Design switch_wishbone, sky130hd; sources not shown.
Wire density map:
The bar under the picture is 50 um long. 37 x 37 tiles, from dark blue (low) to red (high), scaled to the fullest tile. Values are wire area over tile area, all layers added.
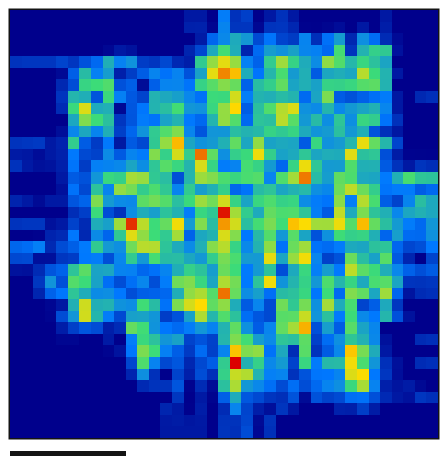
densest ninth of the die	center
fullest tile	0.53
mean over tiles	0.13
nearly empty tiles	25%
emptiest ninth of the die	south-west
via count: 9854
post-DR wirelength/cell: 14.8 um
gr usage total: 17.4%
Total Wirelength: 28800 um

Signal wires by layer:
The bar under the picture is 50 um long.
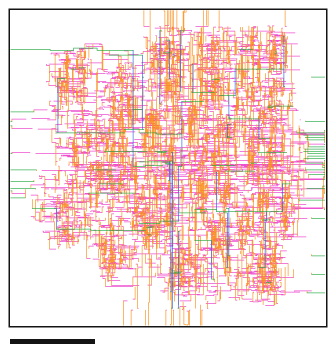
color	layer	wire length
orange	metal 2	14100 um
magenta	metal 1	12800 um
blue	metal 4	796 um
green	metal 3	1030 um

Sequential cells grouped by signal name:
The bar under the picture is 50 um long. Other sequential cells in the stronger gray, the rest of the logic in the fainter gray.
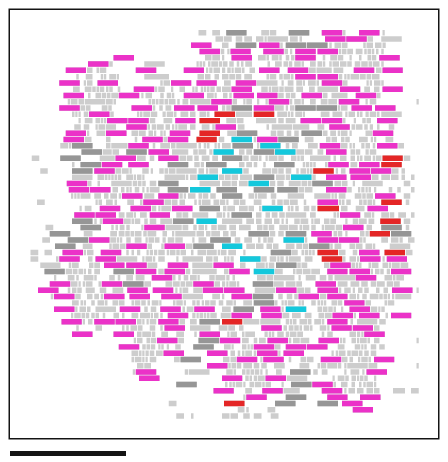
color	signal	placed flops
red	`DAT_O`	17
cyan	`edge_q`	16
magenta	`cnt_q`	208
not colored	65
Flop area: 7660 sq um
seq pwr: 6.55 mW
Finished Core Util: 60.5%
Seq area share: 44.4%

==> impl_metrics.yaml <==
# generated from flow reports
status:
  status: "complete, but fails checks"
  violations: "negative setup slack"
job:
  cap_viol_max_count: 0
  warning_count: 74
setup_path:
  rr_worst_depth: 5
  reg2reg_slack_ns: -0.03
  path_class: "reg -> out"
floorplan:
  die_height_um: 185
  die_area_sq_um: 34300
  fp-utilization_pct: 48.3
timing:
  setup_viol: 2
  min_period_over_period_pct: 125
  slew_violations: 0
  worst_slack_ns: -0.495
  hold_viol: 0
drt:
  detail-route-antenna-nets: 0
cells_and_area:
  largest_reg_flops: 208
  layout.nets: 1631
power_and_ir_drop:
  seqPwrFrac_pct: 48.5
  ir_drop_mv: 0.693
synthesis:
  yosysTopAreaCellShare_pct: 55.7
  most_common_cell: "dfrtp_1"
clock_tree:
  clock_sinks: 306
place:
  dp.cells: 1877
## metal layers
metal / global-route usage (%) / up-vias / part of all wire, %
met5: 0 / - / 0
met3: 2.73 / 56 / 3.6
met4: 5.95 / 0 / 2.8
li1: - / 4827 / -
met2: 29.6 / 162 / 49
met1: 22.3 / 4809 / 45
## logic make-up after synthesis
kind of cell,synth area share [%]
and+or+nand+nor,21.9
DFF,55.7
xor gates and xnor gates,12.2
buffers and inverters,2.97
muxes,3.66
AOI/OAI and AO/OA,2.04
adders and majority gates,1.46
other,0.0273
## repair_timing
action,4_1_cts,5_1_grt
pin swaps,16,3
setup buffers,0,1
hold buffers,1,0
gates resized,78,25
endpoints found under the hold margin,33,0
setup endpoints to repair,212,84
## cell usage in the layout, fill, tap and decap left out, drive strengths merged, types with 15 or more instances in the layout
master and count:
and3 18, nor3b 15, nand3 38, clkdlybuf4s50 36, a21o 15, nor2 259
a21oi 15, nand2 95, ha 16, clkbuf 38, inv 35, mux2 31
clkinv 18, or4 17, xnor2 131, buf 182, nand4 47, xor2 61
nor4 17, dfrtp 306, nor3 63, mux2i 15
## area by class of cell
class	instances	area, sq um
clock buffers	37	926
repair buffers	236	2030
fillers	2253	11200
well taps	384	480
clock inverters	24	159
multi-input cells	920	5860
flip-flops and latches	306	7660
inverters	32	120
## worst max-delay path, delay by kind of cell, from the launching register on
kind            cells  cell delay [ns]
compound gates      2             0.47
flops               1             0.38
simple gates        1             0.21
buf+inv             1             0.19
## power by group through the flow
stage          clock network (mW)  registers (mW)  logic, mW
2_1_floorplan                   0            6.64      0.399
3_3_place_gp                    0            6.63      0.939
3_5_place_dp                    0            6.65      0.968
4_1_cts                      6.12            6.54      0.970
5_1_grt                      6.41            6.57       1.07
6_report                     5.98            6.55      0.963
No activity file was given, so power comes from the tool's default toggle rates.
